`src/rtl/core_ctrl_pkg.sv`:
```
// Shared control types for the multicycle RV32 core: PC selector codes,
// the major opcodes, the sequencer states and the instruction classes.
package core_ctrl_pkg;

  localparam logic [1:0] PC_4      = 2'b00;
  localparam logic [1:0] PC_BRANCH = 2'b01;

  localparam logic [6:0] OP_R      = 7'b0110011;
  localparam logic [6:0] OP_I      = 7'b0010011;
  localparam logic [6:0] OP_LOAD   = 7'b0000011;
  localparam logic [6:0] OP_STORE  = 7'b0100011;
  localparam logic [6:0] OP_BRANCH = 7'b1100011;

  typedef enum logic [2:0] {
    IDLE,
    FETCH,
    DECODE,
    EXECUTE,
    MEM,
    WRITEBACK,
    HALT
  } state_t;

  typedef enum logic [2:0] {
    R,
    I,
    LOAD,
    STORE,
    BRANCH,
    ILL
  } opclass_t;

endpackage

```
`src/rtl/opcode_classifier.sv`:
```
// Combinational opcode -> instruction class decode, shared by the sequencer
// and the hazard/debug logic.
module opcode_classifier
  import core_ctrl_pkg::*;
(
  input  logic [6:0] opcode,
  output opclass_t   opclass
);

  always_comb begin
    opclass = ILL;
    case (opcode)
      OP_R:      opclass = R;
      OP_I:      opclass = I;
      OP_LOAD:   opclass = LOAD;
      OP_STORE:  opclass = STORE;
      OP_BRANCH: opclass = BRANCH;
      default:   opclass = ILL;
    endcase
  end

endmodule

```
`src/rtl/multicycle_control_fsm.sv`:
```
// Multicycle FETCH/DECODE/EXECUTE/MEM/WRITEBACK sequencer for the RV32 core.
// Define ILLEGAL_TRAP_EN to halt on unsupported opcodes instead of treating them as NOPs.
module multicycle_control_fsm
  import core_ctrl_pkg::*;
#(
  parameter int CNT_W = 32
) (
  input  logic             clk,
  input  logic             arst_n,
  input  logic             run,
  input  logic [6:0]       opcode,
  input  logic             zero,
  input  logic             imem_ready,
  input  logic             dmem_ready,
  output logic             imem_req,
  output logic             ir_write,
  output logic             alu_src_imm,
  output logic             dmem_req,
  output logic             dmem_we,
  output logic             wb_sel_mem,
  output logic             reg_write,
  output logic             pc_write,
  output logic [1:0]       pc_sel,
  output logic             busy,
  output logic             illegal,
  output logic [CNT_W-1:0] instr_count
);

  state_t   state, state_nxt;
  opclass_t cls_dec, cls_q;
  logic     retire;

  // The PC resolves the branch condition itself; zero is only routed through here.
  logic unused_zero;
  assign unused_zero = zero;

  opcode_classifier u_classifier (
    .opcode  (opcode),
    .opclass (cls_dec)
  );

  always_ff @(posedge clk or negedge arst_n) begin
    if (!arst_n) begin
      state       <= IDLE;
      cls_q       <= ILL;
      instr_count <= '0;
    end else begin
      state <= state_nxt;
      if (state == DECODE) cls_q <= cls_dec;
      if (retire) instr_count <= instr_count + {{(CNT_W-1){1'b0}}, 1'b1};
    end
  end

`ifdef ILLEGAL_TRAP_EN
  logic illegal_q;

  always_ff @(posedge clk or negedge arst_n) begin
    if (!arst_n) illegal_q <= 1'b0;
    else if (state_nxt == HALT) illegal_q <= 1'b1;
  end

  assign illegal = illegal_q;
`else
  assign illegal = 1'b0;
`endif

  assign busy = (state != IDLE);

  always_comb begin
    state_nxt   = state;
    retire      = 1'b0;
    imem_req    = 1'b0;
    ir_write    = 1'b0;
    alu_src_imm = 1'b0;
    dmem_req    = 1'b0;
    dmem_we     = 1'b0;
    wb_sel_mem  = 1'b0;
    reg_write   = 1'b0;
    pc_write    = 1'b0;
    pc_sel      = PC_4;

    case (state)
      IDLE: begin
        if (run) state_nxt = FETCH;
      end
      FETCH: begin
        imem_req = 1'b1;
        if (imem_ready) begin
          ir_write  = 1'b1;
          state_nxt = DECODE;
        end
      end
      DECODE: state_nxt = EXECUTE;
      EXECUTE: begin
        alu_src_imm = (cls_q == I) || (cls_q == LOAD) || (cls_q == STORE);
        case (cls_q)
          BRANCH: begin
            pc_write = 1'b1;
            pc_sel   = PC_BRANCH;
            retire   = 1'b1;
          end
          R, I:        state_nxt = WRITEBACK;
          LOAD, STORE: state_nxt = MEM;
          default: begin
`ifdef ILLEGAL_TRAP_EN
            state_nxt = HALT;
`else
            pc_write = 1'b1;
            retire   = 1'b1;
`endif
          end
        endcase
      end
      MEM: begin
        dmem_req    = 1'b1;
        alu_src_imm = 1'b1;
        dmem_we     = (cls_q == STORE);
        if (dmem_ready) begin
          if (cls_q == STORE) begin
            pc_write = 1'b1;
            retire   = 1'b1;
          end else begin
            state_nxt = WRITEBACK;
          end
        end
      end
      WRITEBACK: begin
        reg_write  = 1'b1;
        wb_sel_mem = (cls_q == LOAD);
        pc_write   = 1'b1;
        retire     = 1'b1;
      end
`ifdef ILLEGAL_TRAP_EN
      HALT: state_nxt = HALT;
`endif
      default: state_nxt = IDLE;
    endcase

    // run is only looked at on an instruction boundary.
    if (retire) state_nxt = run ? FETCH : IDLE;
  end

endmodule

```
`config.mk`:
```
export PLATFORM = sky130hd
export DESIGN_NAME = multicycle_control_fsm
export DESIGN_NICKNAME = d
export VERILOG_FILES = /design/src/rtl/core_ctrl_pkg.sv /design/src/rtl/opcode_classifier.sv /design/src/rtl/multicycle_control_fsm.sv
export SDC_FILE = /design/constraint.sdc
export NUM_CORES = 1
export LEC_CHECK = 0
export CORE_MARGIN = 2
export CORE_UTILIZATION = 50
export DETAILED_ROUTE_END_ITERATION = 12
export PLACE_DENSITY_LB_ADDON = 0.08
export SYNTH_ARGS = -nofsm -noshare
export SYNTH_HDL_FRONTEND = slang
export SYNTH_SLANG_ARGS = --single-unit
```
`constraint.sdc`:
```
create_clock -name clk -period 5.3 [get_ports clk]
set_input_delay 1.325 -clock clk [delete_from_list [all_inputs] [get_ports clk]]
set_output_delay 1.325 -clock clk [all_outputs]
set_load 0.02 [all_outputs]
```
==> images/clock_wires.png <==
Bar = 20 µm.
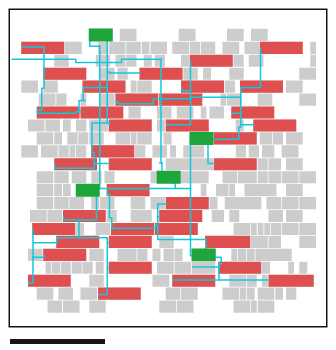
[flip-flops] red | count: 38
[clock-net drivers] green | count: 5
[clock wires] cyan | length: 468 µm
routed clock nets: 6
flops lie: all over the die

==> ci_impl_report.md <==
## Implementation flow summary

| Metric | Value |
|---|---|
| Status | complete, no violations |
| Fin util | between 60% and 70% |
| Vias in the first global route | between 1500 and 2000 |
| Core area | approximately 0.0037 mm² |
| First-pass GRT wire length | 7070 µm |
| Min-Delay Path Depth | 1 |
| Final instance area | about 0.0026 mm² |
| Met1 GRT Util | about a quarter |
| DRT Pass-1 Iters | 4 |
| Routed vias | around 1600 |
| Met2 WL post-DR | around 2100 µm |
| Mux share | ~1.2% |
| CTS Root Cell | clkbuf_8 |
| DRT antenna net count | 0 |
| PostCTS Resize Cnt | 0 |
| Tool warnings | 27 |
| Post-DP Area | ~0.0025 mm² |
| Synth Area in Adders | 0.642% |
| Hold_buf cts | 0 |
| Ports | around 57 |
| Relative max-transition margin | between 40% and 50% |
| RSZ-0062 raised after global routing | no |
| Drt initial violations | between 50 and 60 |
| Detailed Route WL | roughly 4200 µm |
| Max clock buf depth | 2 |
| Top Usage Layer GRT | met2 |
| CP startpoint | dmem_ready |
| Setup TNS | 0 ns |
| Wire length on met1 | between 1500 and 2000 µm |
| Largest net degree at the start of global routing | 39 |
| CTS tree | yes |
| Post-DP HPWL | 3080 µm |
| Slew @ Worst Pin | 0.827 ns |
| FF-to-FF Start | instr_count[0]$_DFFE_PN0P_ |
| Leakage | about 1.0 nW |
| CP Capture Point | pc_write |
| CP top delay family | buffers and inverters |
| Worst-path fanout max | 7 |
| Max-Cap Viols | 0 |
| Initial antenna violation count | 0 |
| Synth cell types | roughly 40 |
| Register area share after synthesis | between 40% and 50% |
| Drc violations | 0 |
| Final #Nets | between 200 and 250 |
| Die height | approximately 66 µm |
| CTS buffer count | 5 |
| Pwr Density | about 350 mW/mm² |
| DR top layer | met4 |
| Post-CTS Setup Bufs | 0 |
| ANT cells | 0 |
| Xor/xnor share | between 10% and 20% |
| Tmin final | roughly 4.3 ns |
| Yosys chip area | 0.00195 mm² |
| Syn Inst Count | approximately 180 |
| Met3 usage | under 10% |
| Fmax | approximately 230 MHz |
| Compound-Gate Fraction of Synth Area | under 10% |
| Worst EP required | ~4 ns |
| Starting Density | 52.5% |
| Critical path depth | 4 |
==> images/m3.png <==
Bar = 20 µm.
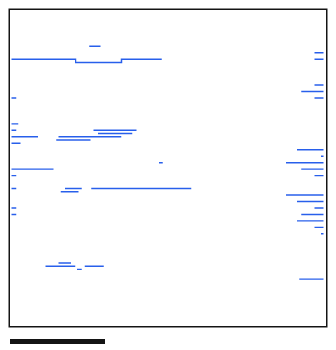
share of all routed wire: 4.6%
wire length on this layer: 192 µm

[power breakdown]
group	leakage, nW	switching (mW)	internal (mW)	total [mW]
Clock	0.0482	0.0963	0.105	0.201
Sequential	0.505	0.0567	0.327	0.384
Combinational	0.487	0.166	0.144	0.310
[cells in the mapped netlist, drive strengths merged, types with 3 or more instances]
cell | count | share of area (%)
a21oi | 4 | 1.6
a31oi | 3 | 1.7
and2 | 4 | 1.3
and3 | 9 | 2.9
and4 | 5 | 2.2
buf | 5 | 1.6
dfrtp | 36 | 46
nand2 | 10 | 1.9
nand3 | 17 | 4.4
nand4 | 14 | 5.3
nor2 | 7 | 1.3
nor3b | 4 | 2.1
xnor2 | 29 | 13
xor2 | 3 | 1.3
[flip-flops by register name, indices dropped and copies added, names as in the netlist]
register / cells
cls_q: 3
instr_count: 32
state: 3
[kinds of logic after synthesis]
group / after synthesis
AND-OR/OR-AND: 12
XOR/XNOR: 32
flip-flops: 38
AND/OR/NAND/NOR: 83
adder cells (fa/ha/maj): 1
other: 1
buffers and inverters: 8
multiplexers: 2
[area by class of cell]
| cell class | instances | area [µm²] |
|---|---|---|
| clock inverters | 1 | 5.00 |
| inverters | 1 | 3.75 |
| well taps | 48 | 60.1 |
| repair buffers | 53 | 526 |
| fillers | 298 | 1130 |
| multi-input cells | 132 | 956 |
| clock buffers | 7 | 86.3 |
| flip-flops and latches | 38 | 953 |
[stage by stage]
step | setup WS [ns] | hold slack [ns] | cells | power [mW]
4_1_cts | 0.987 | 0.477 | 280 | 0.905
3_3_place_gp | 1.05 | 0.461 | 272 | 0.688
6_report | 0.993 | 0.475 | 280 | 0.895
5_1_grt | 0.919 | 0.495 | 280 | 0.947
2_1_floorplan | 2.20 | 0.496 | 178 | 0.571
3_5_place_dp | 0.994 | 0.463 | 272 | 0.702
No activity file was given, so power comes from the tool's default toggle rates.
